$ cat src/rtl/pll_pkg.sv
// Shared definitions for the divider bank: lock FSM encoding, DRP map constants, field positions.
// Also holds the clamp helpers applied when shadow configuration is committed.
package pll_pkg;

    typedef enum logic [1:0] {
        ST_OFF     = 2'b00,
        ST_LOCKING = 2'b01,
        ST_LOCKED  = 2'b10
    } pll_state_t;

    localparam logic [6:0] ADDR_STATUS = 7'h7E;
    localparam logic [6:0] ADDR_COMMIT = 7'h7F;

    localparam int FIELD_W         = 8;
    localparam int HIGH_LSB        = 0;
    localparam int PHASE_LSB       = 8;
    localparam int COMMIT_BIT      = 0;
    localparam int STAT_LOCKED_BIT = 0;
    localparam int STAT_STATE_LSB  = 1;

    function automatic logic [7:0] clamp_divide(input logic [7:0] d);
        return (d < 8'd2) ? 8'd2 : d;
    endfunction

    // d must already be clamped to >= 2 so that d-1 is a legal high time
    function automatic logic [7:0] clamp_high(input logic [7:0] h, input logic [7:0] d);
        if (h == 8'd0) return 8'd1;
        if (h > d - 8'd1) return d - 8'd1;
        return h;
    endfunction

endpackage

$ cat src/rtl/clk_div_channel.sv
// One divided-clock channel: phase hold, then a 0..divide-1 counter driving a registered output.
// Output is one cycle behind the counter; restart zeroes the counter and reloads the phase delay.
module clk_div_channel #(
    parameter int CNT_WIDTH = 8
) (
    input  logic                 clk,
    input  logic                 rst,
    input  logic                 hold,
    input  logic                 restart,
    input  logic [CNT_WIDTH-1:0] divide,
    input  logic [CNT_WIDTH-1:0] high,
    input  logic [CNT_WIDTH-1:0] phase,
    output logic                 clkout
);

    localparam logic [CNT_WIDTH-1:0] CNT_ONE = CNT_WIDTH'(1);

    logic [CNT_WIDTH-1:0] count;
    logic [CNT_WIDTH-1:0] phase_cnt;

    always_ff @(posedge clk) begin
        if (rst || hold) begin
            count     <= '0;
            phase_cnt <= '0;
            clkout    <= 1'b0;
        end else if (restart) begin
            count     <= '0;
            phase_cnt <= phase;
            clkout    <= 1'b0;
        end else if (phase_cnt != '0) begin
            phase_cnt <= phase_cnt - CNT_ONE;
            clkout    <= 1'b0;
        end else begin
            clkout <= (count < high);
            count  <= (count == divide - CNT_ONE) ? '0 : count + CNT_ONE;
        end
    end

endmodule

$ cat src/rtl/clk_div_bank.sv
// Bank of phase-aligned clock dividers with DRP shadow/commit configuration and a lock FSM.
// DRP completes one cycle after DEN (no stalls); LOCKED rises LOCK_CYCLES cycles after a restart.
module clk_div_bank
    import pll_pkg::*;
#(
    parameter int CHANNELS    = 6,
    parameter int CNT_WIDTH   = 8,
    parameter int LOCK_CYCLES = 16
) (
    input  logic                CLKIN1,
    input  logic                RST,
    input  logic                PWRDWN,
    input  logic [6:0]          DADDR,
    input  logic                DEN,
    input  logic                DWE,
    input  logic [15:0]         DI,
    output logic [15:0]         DO,
    output logic                DRDY,
    output logic [CHANNELS-1:0] CLKOUT,
    output logic                LOCKED
);

    localparam logic [15:0]          LOCK_LAST = 16'(LOCK_CYCLES - 1);
    localparam logic [CNT_WIDTH-1:0] DIV_RST   = CNT_WIDTH'(2);
    localparam logic [CNT_WIDTH-1:0] HIGH_RST  = CNT_WIDTH'(1);

    pll_state_t state;
    pll_state_t state_nxt;
    logic [15:0] lock_cnt;
    logic        wr;
    logic        commit;
    logic        restart;
    logic [15:0] rd_data;

    logic [CNT_WIDTH-1:0] sh_div    [CHANNELS];
    logic [7:0]           sh_high   [CHANNELS];
    logic [7:0]           sh_phase  [CHANNELS];
    logic [CNT_WIDTH-1:0] act_div   [CHANNELS];
    logic [CNT_WIDTH-1:0] act_high  [CHANNELS];
    logic [CNT_WIDTH-1:0] act_phase [CHANNELS];
    logic [CNT_WIDTH-1:0] nxt_div   [CHANNELS];
    logic [CNT_WIDTH-1:0] nxt_high  [CHANNELS];
    logic [CNT_WIDTH-1:0] nxt_phase [CHANNELS];

    assign wr      = DEN && DWE && !RST;
    assign commit  = wr && (DADDR == ADDR_COMMIT) && DI[COMMIT_BIT];
    // OFF with PWRDWN low only happens on reset release or power-down exit
    assign restart = !RST && !PWRDWN && (commit || state == ST_OFF);

    always_comb begin
        rd_data = '0;
        if (DADDR == ADDR_STATUS) begin
            rd_data[STAT_LOCKED_BIT]     = LOCKED;
            rd_data[STAT_STATE_LSB +: 2] = state;
        end
        for (int i = 0; i < CHANNELS; i++) begin
            if (DADDR == 7'(2 * i)) begin
                rd_data[CNT_WIDTH-1:0] = sh_div[i];
            end
            if (DADDR == 7'(2 * i + 1)) begin
                rd_data[HIGH_LSB +: FIELD_W]  = sh_high[i];
                rd_data[PHASE_LSB +: FIELD_W] = sh_phase[i];
            end
        end
    end

    always_ff @(posedge CLKIN1) begin
        if (RST) begin
            DRDY <= 1'b0;
            DO   <= '0;
        end else begin
            DRDY <= DEN;
            DO   <= (DEN && !DWE) ? rd_data : '0;
        end
    end

    always_ff @(posedge CLKIN1) begin
        if (RST) begin
            for (int i = 0; i < CHANNELS; i++) begin
                sh_div[i]   <= DIV_RST;
                sh_high[i]  <= 8'd1;
                sh_phase[i] <= 8'd0;
            end
        end else if (wr) begin
            for (int i = 0; i < CHANNELS; i++) begin
                if (DADDR == 7'(2 * i)) begin
                    sh_div[i] <= DI[CNT_WIDTH-1:0];
                end
                if (DADDR == 7'(2 * i + 1)) begin
                    sh_high[i]  <= DI[HIGH_LSB +: FIELD_W];
                    sh_phase[i] <= DI[PHASE_LSB +: FIELD_W];
                end
            end
        end
    end

    // Channels load from the post-commit view so a commit's new phase takes effect on its own restart edge
    always_comb begin
        logic [7:0] div8;
        div8 = '0;
        for (int i = 0; i < CHANNELS; i++) begin
            nxt_div[i]   = act_div[i];
            nxt_high[i]  = act_high[i];
            nxt_phase[i] = act_phase[i];
            if (commit) begin
                div8         = clamp_divide(8'(sh_div[i]));
                nxt_div[i]   = CNT_WIDTH'(div8);
                nxt_high[i]  = CNT_WIDTH'(clamp_high(sh_high[i], div8));
                nxt_phase[i] = CNT_WIDTH'(sh_phase[i]);
            end
        end
    end

    always_ff @(posedge CLKIN1) begin
        for (int i = 0; i < CHANNELS; i++) begin
            if (RST) begin
                act_div[i]   <= DIV_RST;
                act_high[i]  <= HIGH_RST;
                act_phase[i] <= '0;
            end else begin
                act_div[i]   <= nxt_div[i];
                act_high[i]  <= nxt_high[i];
                act_phase[i] <= nxt_phase[i];
            end
        end
    end

    always_ff @(posedge CLKIN1) begin
        if (RST) begin
            state <= ST_OFF;
        end else begin
            state <= state_nxt;
        end
    end

    always_comb begin
        state_nxt = state;
        if (PWRDWN) begin
            state_nxt = ST_OFF;
        end else if (restart) begin
            state_nxt = ST_LOCKING;
        end else if (state == ST_LOCKING && lock_cnt == LOCK_LAST) begin
            state_nxt = ST_LOCKED;
        end
    end

    always_comb begin
        LOCKED = (state == ST_LOCKED);
    end

    always_ff @(posedge CLKIN1) begin
        if (RST || restart) begin
            lock_cnt <= '0;
        end else if (state == ST_LOCKING && lock_cnt != LOCK_LAST) begin
            lock_cnt <= lock_cnt + 16'd1;
        end
    end

    for (genvar g = 0; g < CHANNELS; g++) begin : g_ch
        clk_div_channel #(
            .CNT_WIDTH(CNT_WIDTH)
        ) u_ch (
            .clk     (CLKIN1),
            .rst     (RST),
            .hold    (PWRDWN),
            .restart (restart),
            .divide  (nxt_div[g]),
            .high    (nxt_high[g]),
            .phase   (nxt_phase[g]),
            .clkout  (CLKOUT[g])
        );
    end

endmodule

$ cat config.mk
export PLATFORM = sky130hd
export DESIGN_NAME = clk_div_bank
export DESIGN_NICKNAME = d
export VERILOG_FILES = /design/src/rtl/pll_pkg.sv /design/src/rtl/clk_div_channel.sv /design/src/rtl/clk_div_bank.sv
export SDC_FILE = /design/constraint.sdc
export NUM_CORES = 1
export LEC_CHECK = 0
export CAP_MARGIN = 20
export CORE_MARGIN = 8
export CORE_UTILIZATION = 35
export CTS_CLUSTER_SIZE = 10
export DETAILED_ROUTE_END_ITERATION = 10
export GPL_TIMING_DRIVEN = 0
export MAX_ROUTING_LAYER = met4
export PLACE_DENSITY = 0.5
export SLEW_MARGIN = 15
export SYNTH_ARGS = -nofsm -noshare
export SYNTH_HDL_FRONTEND = slang
export SYNTH_SLANG_ARGS = --single-unit
$ cat constraint.sdc
create_clock -name CLKIN1 -period 6.9 [get_ports CLKIN1]
set_clock_uncertainty 0.15 [all_clocks]
set_input_delay 2.07 -clock CLKIN1 [delete_from_list [all_inputs] [get_ports CLKIN1]]
set_output_delay 2.07 -clock CLKIN1 [all_outputs]
set_load 0.05 [all_outputs]
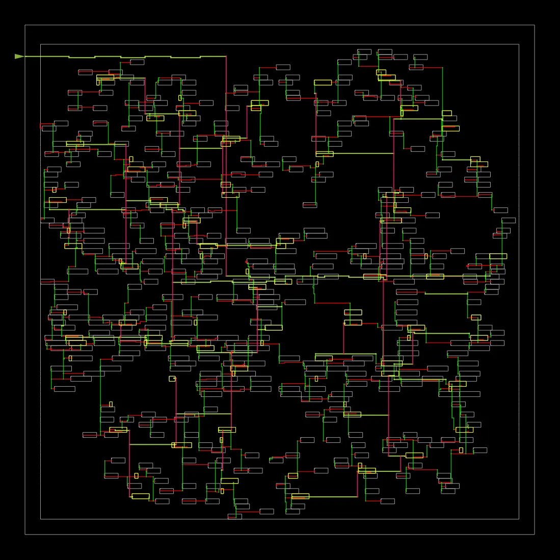
Run 1: the clock network
CTS buffer count: 53
number of clock sinks: 425
clk_lat worst skew: 630 ps

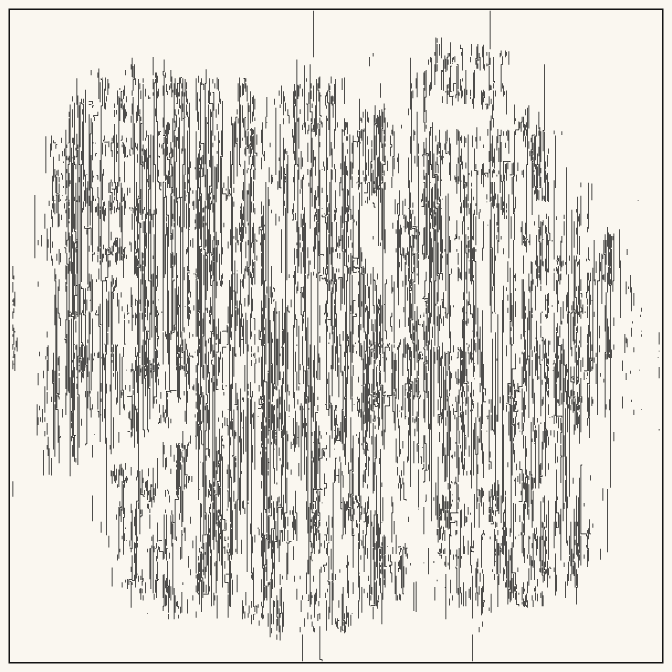
Run 1: met2 routing
- nets with wire on the layer: 2260
- main direction: vertical
via count: 19300
final WL: 83200 microns
met2 routing resource usage after global routing: 32.9%

==> deck_impl_summary.md, run 1 <==
Flow Results at a Glance

Drt
  • Final ANT Viol Nets: 0
  • Length of routed wiring on met1: roughly 38000 microns
  • Iteration-0 DRC count of the detailed router: roughly 1800
  • Drt via density: 5.53
  • Highest metal layer with signal wires: met4
  • Iteration count of the initial detailed-routing pass: 6

Flow run
  • Max_cap viols: 0

Placed design
  • Total half-perimeter wirelength after legalization and detailed placement: 63100 microns
  • Port Buffer Count: approximately 50

Power
  • Leakage: ~9.9 nW
  • Worst ir drop on vdd: ~0.26 mV

Finish
  • Top Layout Cells: nor2_1 (329), dfxtp_1 (281), nand2_1 (203)
  • Final-layout clock buffer total: 86
  • Registers: between 400 and 500
  • Area growth from synthesis to layout: 15.1%
  • Multi-input gate share of the layout cell area: a little under half
  • Most frequent standard cell in the layout excluding fill and tap cells: nor2_1
  • Multi-input combinational gate total: between 1500 and 2000
  • Total Nets Final: ~2700
  • Fraction of area in non-clock buffers: approximately 4.5%

Clock network
  • Clock Tree Root: clkbuf_16
  • Post-CTS Hold Buffers: 0
  • CTS tree: done
  • Post-CTS Setup Bufs: 0
  • PostCTS Resize Cnt: 12
  • Number of levels the H-tree was split into: 2
  • Maximum number of buffers from clock root to sink: 3

Yosys
  • Commonest cells in the netlist: nor2_1 (329), dfxtp_1 (281), nand2_1 (203), a21oi_1 (179), edfxtp_1 (144)
  • Net count entering floorplan: about 2600
  • Top area contributor share: 24.6%
  • Biggest area consumer among synthesized cells: dfxtp_1
  • Multiplexer fraction of the synthesized cell area: ~5.3%
  • Share of flip-flops with an asynchronous set or reset after synthesis: 0%
  • Synth Flop Type: dfxtp_1
  • Xor/xnor share of the synthesized area: under 10%
  • Aoi share: approximately 14%
  • Count of flip-flops with a built-in enable after synthesis: 144
  • Dominant cells by area after synthesis: dfxtp_1 (25%), edfxtp_1 (19%), ha_1 (6.2%), nor2_1 (5.4%), a21oi_1 (3.9%)
  • Yosys warning count: 0
  • Average cell area after synthesis: about 9.2 sq um
  • Fa+ha+maj area frac: between 6 and 7%
  • Yosys-reported design area after synthesis: roughly 23000 sq um
  • Register bit count reported by yosys: between 400 and 500
  • Number of cells in the yosys synthesis report: roughly 2500

Floorplan
  • Area of the core: between 60000 and 70000 sq um
  • Die W: 271 microns
  • Die outline height: 271 microns
  • I/O pin total: roughly 52

Worst hold path
  • Capture endpoint of the worst hold path: act_phase[4][1]
  • Hold Path Class: reg2reg
  • Cells on Worst Hold Path: 2

Critical path
  • Chain of cells forming the critical path: clkdlybuf4s50_1 -> nand3_2 -> or4_1 -> clkbuf_1 -> buf_6 -> buf_6 -> buf_2 -> buf_4 -> a21oi_1 -> ha_1 -> nand2_1 -> mux2i_2 -> mux2_2 -> mux2i_1 -> a21oi_1 -> or4_1 -> nor2_4 -> nor3_1
  • Top delay family on crit path: buffers and inverters
  • Setup slack of the worst register-to-register path: between 700 and 800 ps
  • Cells on worst reg2reg path: 18
  • Critical-path top delay cell: or4_1

Timing
  • Final Slew Violations: 0
  • Final number of setup-violating endpoints: 0
  • Setup TNS after final layout: 0 ps
  • Fin crit share: ~100%
  • Final hold violation count: 0

Global route
  • Largest net degree at the start of global routing: 29
  • Vias in the first global route: between 15000 and 20000

Status
  • Outcome: finished clean
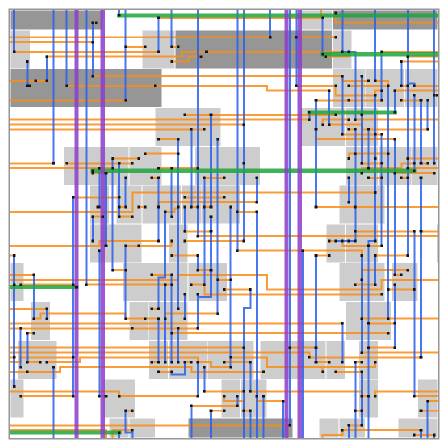
Run 1: a small window of the routed layout
Window x 189 to 219, y 53 to 83 microns. Cells in gray, sequential cells in the stronger gray; small squares are vias.
- purple: M4
- blue: M2
- orange: M1
- green: M3
- sequential cells in the window: 5
- netlist names of flops here include: sh_div (4), act_high (1)
- most frequent: nor2_1 (9), a21oi_1 (5), ha_1 (5)
- cells with their middle in the window: 56

-- run 1: worst max-delay path by stage --
stage	slack, ps	end
detailed placement	-2010	g_ch[5].u_ch.count[6]
global route	30	g_ch[1].u_ch.count[5]
CTS	90	g_ch[1].u_ch.count[3]
global placement	-2440	g_ch[5].u_ch.count[6]
floorplan	360	g_ch[1].u_ch.count[2]
finish	190	g_ch[1].u_ch.count[4]
-- run 1: report_power, final --
part	total [mW]	switching [mW]	internal, mW
Sequential	2.74	0.0893	2.65
Combinational	0.669	0.439	0.230
Clock	2.69	1.14	1.55
-- run 1: through the flow --
step,std cells,instance area (sq um),worst slack (ps)
final,3494,26300,186
after global routing,3493,26300,26.4
after CTS,3490,26200,90.9
after detailed placement,3396,24600,-2010
after global placement,3385,24400,-2440
after floorplan,2480,22800,364
Run 1, cells by drive strength:
Bar = 100 microns.
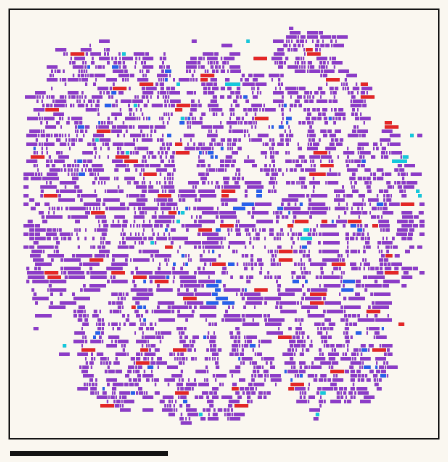

==> run 2: changes to the inputs <==
==> constraint.sdc (replaced) <==
create_clock -name CLKIN1 -period 6.9 [get_ports CLKIN1]
set_clock_uncertainty 0.15 [all_clocks]
set_input_delay 1.38 -clock CLKIN1 [delete_from_list [all_inputs] [get_ports CLKIN1]]
set_output_delay 1.38 -clock CLKIN1 [all_outputs]
set_load 0.05 [all_outputs]
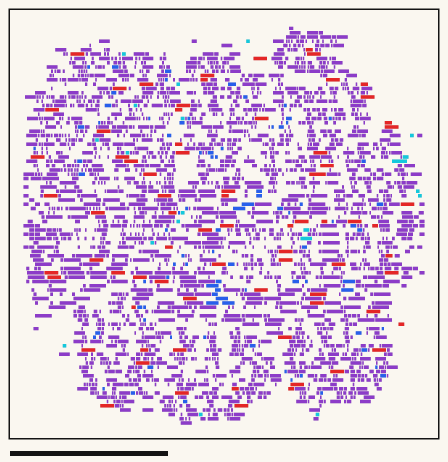
Run 2: cells by drive strength
Bar = 100 microns.
- purple: x1 and smaller (cells 2461)
- blue: x2 (cells 85)
- red: x6 and larger (cells 74)
- cyan: x3 and x4 (cells 20)
Setup WS post-layout: 398 ps
final design area excluding fillers: 26300 sq um
nonclk buf count: 196
area growth from synthesis to layout: 15.1%

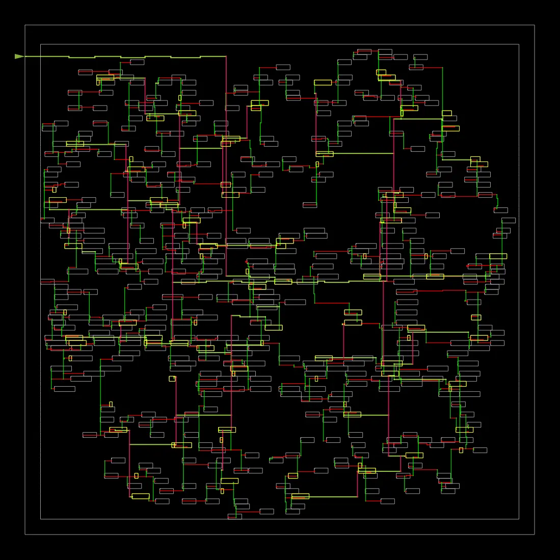
Run 2: the clock network
final-layout clock buffer total: 86
registers: 425
power of the clock network: 2.69 mW

==> deck_impl_summary.md, run 2 <==
Flow Results at a Glance

Status
  • Outcome: finished clean

Critical path
  • Data arrival time of the critical path: between 6000 and 7000 ps
  • Chain of cells forming the critical path: clkdlybuf4s50_1 -> nand4b_1 -> or4_1 -> clkbuf_1 -> buf_6 -> buf_6 -> buf_2 -> buf_2 -> clkbuf_4 -> a21oi_1 -> ha_1 -> nand2_1 -> mux2i_1 -> mux2_2 -> mux2i_1 -> a21oi_1 -> or4_1 -> nor2_2 -> nor3_1
  • Setup slack of the worst register-to-register path: 700 ps (about the same)
  • Top delay family on crit path: buffers and inverters
  • Critical-path top delay cell: clkdlybuf4s50_1

Yosys
  • Top area contributor share: 24.6% (unchanged)
  • Synth Flop Type: dfxtp_1
  • Multiplexer fraction of the synthesized cell area: 5.29% (unchanged)
  • Xor/xnor share of the synthesized area: 6.54% (unchanged)
  • Average cell area after synthesis: 9.21 sq um (unchanged)
  • Net count entering floorplan: 2621 (unchanged)
  • Commonest cells in the netlist: nor2_1 (329), dfxtp_1 (281), nand2_1 (203), a21oi_1 (179), edfxtp_1 (144)
  • Yosys-reported design area after synthesis: 22800 sq um (unchanged)
  • Dominant cells by area after synthesis: dfxtp_1 (25%), edfxtp_1 (19%), ha_1 (6.2%), nor2_1 (5.4%), a21oi_1 (3.9%)
  • Number of cells in the yosys synthesis report: 2480 (unchanged)
  • Share of flip-flops with an asynchronous set or reset after synthesis: 0% (unchanged)
  • Aoi share: 13.7% (unchanged)
  • Biggest area consumer among synthesized cells: dfxtp_1
  • Fa+ha+maj area frac: 6.19% (unchanged)

Power
  • Dominant power group: sequential cells
  • Cell-internal power: 4.43 mW (about the same)
  • Reg power frac: 44.9% (about the same)
  • Portion of total power attributed to the clock network: 44.1% (about the same)
  • Combinational share of power: 11.0% (about the same)
  • Fraction of power spent switching nets: 27.4% (about the same)
  • Worst ir drop on vdd: 0.261 mV (-0.32%)
  • Switching Power: 1.67 mW (about the same)
  • Combinational power: 0.668 mW (about the same)
  • Reported sequential group power: 2.74 mW (about the same)

Timing
  • Final Slew Violations: 0 (unchanged)
  • Final number of setup-violating endpoints: 0 (unchanged)
  • Setup TNS after final layout: 0 ps (unchanged)
  • Fin crit share: 94.2% (-3.1 points)
  • Final hold violation count: 0 (unchanged)

Clock network
  • Number of clock sinks: 425 (unchanged)
  • Post-CTS Hold Buffers: 0 (unchanged)
  • Clk_lat worst skew: 630 ps (about the same)
  • CTS buffer count: 53 (unchanged)
  • Clock Tree Root: clkbuf_16
  • CTS tree: done
  • Maximum number of buffers from clock root to sink: 3 (unchanged)
  • PostCTS Resize Cnt: 7 (-5)

Floorplan
  • I/O pin total: 52 (unchanged)
  • Die W: 271 microns (unchanged)
  • Area of the core: 64500 sq um (unchanged)

Finish
  • Fraction of area in non-clock buffers: 4.54% (+0.035 points)
  • Top Layout Cells: nor2_1 (329), dfxtp_1 (281), nand2_1 (203)
  • Multi-input combinational gate total: 1884 (unchanged)
  • Multi-input gate share of the layout cell area: 46.6% (-0.059 points)

Drt
  • Iteration count of the initial detailed-routing pass: 5 (-1)
  • Final WL: 83400 microns (+0.25%)
  • Final ANT Viol Nets: 0 (unchanged)
  • Drt via density: 5.56 (+0.54%)

Flow run
  • Max_cap viols: 0 (unchanged)

Placed design
  • Total half-perimeter wirelength after legalization and detailed placement: 63100 microns (unchanged)

Global route
  • Largest net degree at the start of global routing: 17 (-41%)
  • Vias in the first global route: 18900 (+0.085%)
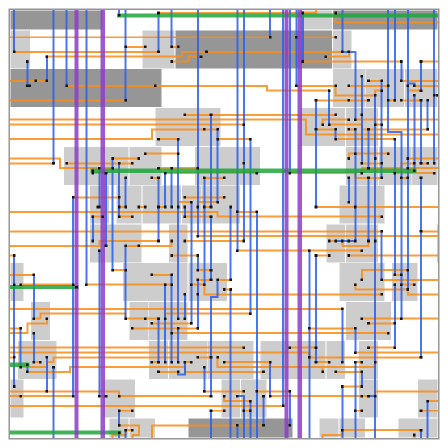
Run 2: a small window of the routed layout
Window x 189 to 219, y 53 to 83 microns. Cells in gray, sequential cells in the stronger gray; small squares are vias.
- green: M3
- purple: M4
- orange: M1
- blue: M2
- most frequent: nor2_1 (9), a21oi_1 (5), ha_1 (5)
- cells with their middle in the window: 56
- netlist names of flops here include: sh_div (4), act_high (1)
- sequential cells in the window: 5

## run 2: final timing paths
kind | startpoint | to | cells after the start
max reg2reg | sh_div[5][4] | g_ch[5].u_ch.clkout | 18
min reg2reg | act_phase[4][1] | act_phase[4][1] | 2
max | DI[0] | g_ch[1].u_ch.count[4] | 19
min | act_phase[4][1] | act_phase[4][1] | 2
## run 2: per-stage QoR
stage / hold WS [ps] / std cells / area [sq um]
2_1_floorplan: 286 / 2480 / 22800
3_3_place_gp: 293 / 3385 / 24400
3_5_place_dp: 296 / 3396 / 24600
4_1_cts: 304 / 3492 / 26200
5_1_grt: 329 / 3495 / 26300
6_report: 302 / 3496 / 26300
## run 2: layer usage
metal  global-route usage [%]  wire, microns
met1                     29.8          37100
met2                     33.2          35300
met4                     10.6           4290
met3                     4.83           6670
met5                        -              0
Run 2, met2 routing:
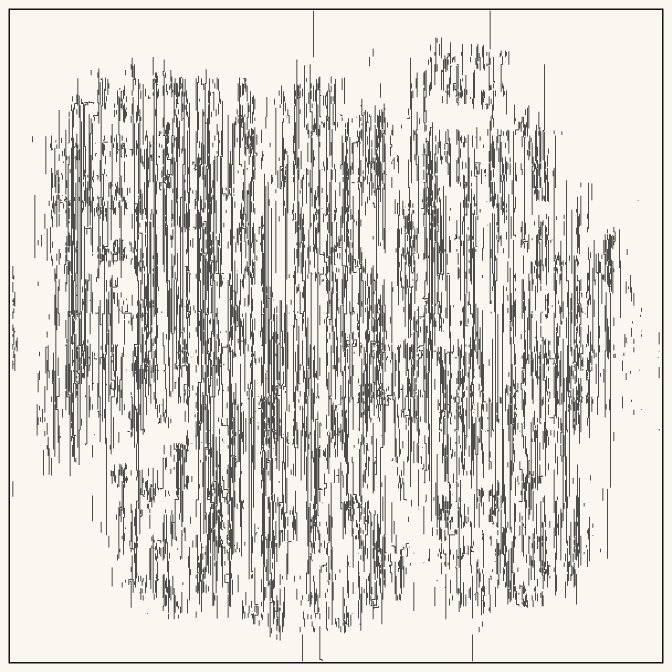

==> run 3: changes to the inputs <==
Settings changed: CORE_ASPECT_RATIO set to 0.75.
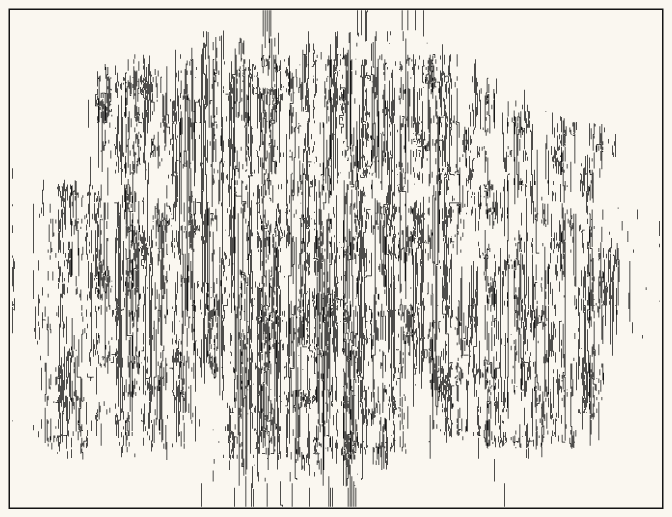
Run 3: met2 routing
- longest straight run: 106 microns
- nets with wire on the layer: 2216
- share of all routed wire: 39%
- wire length on this layer: 33.1 mm
- main direction: vertical
via count: 19600
met2 routing resource usage after global routing: 30.4%
final WL: 84500 microns

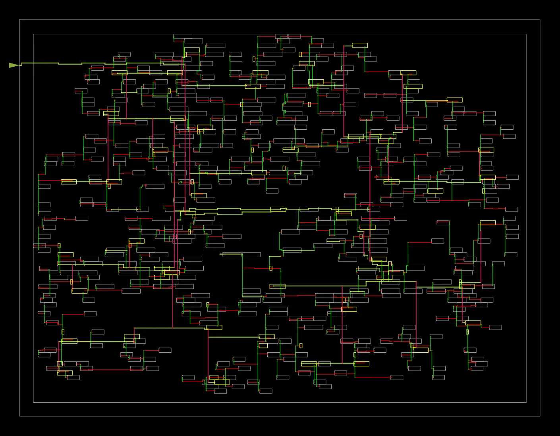
Run 3: the clock network
CTS buffer count: 50
final-layout clock buffer total: 84
power of the clock network: 2.55 mW

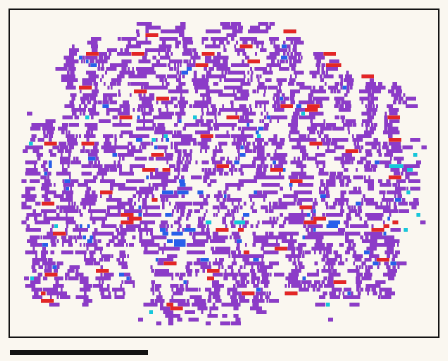
Run 3: cells by drive strength
Bar = 100 microns.
- cyan: x3 and x4 (cells 19)
- blue: x2 (cells 85)
- red: x6 and larger (cells 63)
- purple: x1 and smaller (cells 2462)
area growth from synthesis to layout: 14.4%
Setup WS post-layout: 224 ps
nonclk buf count: 195

==> deck_impl_summary.md, run 3 <==
Flow Results at a Glance

Status
  • Outcome: finished clean

Power
  • Reg power frac: 46.0% (+1.1 points)
  • Reported sequential group power: 2.74 mW (about the same)
  • Worst ir drop on vdd: 0.155 mV (-40%)
  • Cell-internal power: 4.34 mW (-1.8%)
  • Fraction of power spent switching nets: 26.9% (-0.53 points)
  • Leakage: 9.78 nW
  • Combinational power: 0.658 mW (-1%)
  • Combinational share of power: 11.1% (about the same)
  • Dominant power group: sequential cells
  • Switching Power: 1.60 mW (-4.4%)
  • Portion of total power attributed to the clock network: 42.9% (-1.2 points)

Yosys
  • Top area contributor share: 24.6% (unchanged)
  • Synth Flop Type: dfxtp_1
  • Xor/xnor share of the synthesized area: 6.54% (unchanged)
  • Average cell area after synthesis: 9.21 sq um (unchanged)
  • Number of cells in the yosys synthesis report: 2480 (unchanged)
  • Share of flip-flops with an asynchronous set or reset after synthesis: 0% (unchanged)
  • Dominant cells by area after synthesis: dfxtp_1 (25%), edfxtp_1 (19%), ha_1 (6.2%), nor2_1 (5.4%), a21oi_1 (3.9%)
  • Yosys-reported design area after synthesis: 22800 sq um (unchanged)
  • Fa+ha+maj area frac: 6.19% (unchanged)
  • Aoi share: 13.7% (unchanged)
  • Commonest cells in the netlist: nor2_1 (329), dfxtp_1 (281), nand2_1 (203), a21oi_1 (179), edfxtp_1 (144)
  • Net count entering floorplan: 2621 (unchanged)
  • Biggest area consumer among synthesized cells: dfxtp_1

Drt
  • Highest metal layer with signal wires: met4
  • Final ANT Viol Nets: 0 (unchanged)
  • Met3 wire len: 7770 microns (+16%)
  • Drt via density: 5.61 (+0.81%)
  • DR WL met2: 33100 microns (-6.3%)
  • Length of routed wiring on met1: 41500 microns (+12%)

Clock network
  • Clock Tree Root: clkbuf_16
  • PostCTS Resize Cnt: 8 (+1)
  • Maximum number of buffers from clock root to sink: 3 (unchanged)
  • CTS tree: done
  • Clk_lat worst skew: 610 ps (-20 ps)
  • Number of clock sinks: 425 (unchanged)

Placed design
  • Total half-perimeter wirelength after legalization and detailed placement: 64100 microns (+1.7%)
  • Instance count after placement with tap cells included: 3413 (+0.50%)

Global route
  • Largest net degree at the start of global routing: 17 (unchanged)
  • GRT met3 Usage: 5.00% (+0.17 points)
  • Wire length of the first global-routing pass: 123000 microns
  • Grt peak-use layer: met1

Finish
  • Filler-free cell count of the finished design: 3502 (+0.17%)
  • Multi-input gate share of the layout cell area: 46.9% (+0.27 points)
  • Multi-input combinational gate total: 1884 (unchanged)
  • Registers: 425 (unchanged)
  • Top Layout Cells: nor2_1 (329), dfxtp_1 (281), nand2_1 (203)

Floorplan
  • Area of the core: 64900 sq um (+0.62%)
  • Die W: 311 microns (+15%)
  • I/O pin total: 52 (unchanged)

Flow run
  • Max_cap viols: 0 (unchanged)

Critical path
  • Top delay family on crit path: buffers and inverters
  • Data arrival time of the critical path: 6970 ps (+170 ps)
  • Critical-path top delay cell: or4_1

Timing
  • Transition time of the tightest slew-check pin: about 1100 ps
  • Final Slew Violations: 0 (unchanged)
  • Final number of setup-violating endpoints: 0 (unchanged)
  • Final hold violation count: 0 (unchanged)
  • Fin crit share: 96.8% (+2.5 points)
==> run 3: cell counts after synthesis <==
Identical to the previous run, type by type.
==> run 3: path summary, 6_finish.rpt <==
path                            depth (start not counted)       startpoint                    end  slack, ps
worst max register to register                         18     sh_div[5][4]    g_ch[5].u_ch.clkout        710
worst min-delay path                                    2  act_phase[3][1]        act_phase[3][1]        300
worst max-delay path                                   20            DI[0]  g_ch[1].u_ch.count[3]        220
worst min register to register                          2  act_phase[3][1]        act_phase[3][1]        300
==> run 3: metrics by stage <==
stage	TNS [ps]	setup WS (ps)	area [sq um]	hold WS, ps
6_report	0	224	26100	305
5_1_grt	0	12.8	26100	319
4_1_cts	0	104	26100	305
3_5_place_dp	-47000	-1640	24600	297
3_3_place_gp	-81740	-1650	24400	292
2_1_floorplan	0	1050	22800	286
Power and IR drop assume default switching activity.
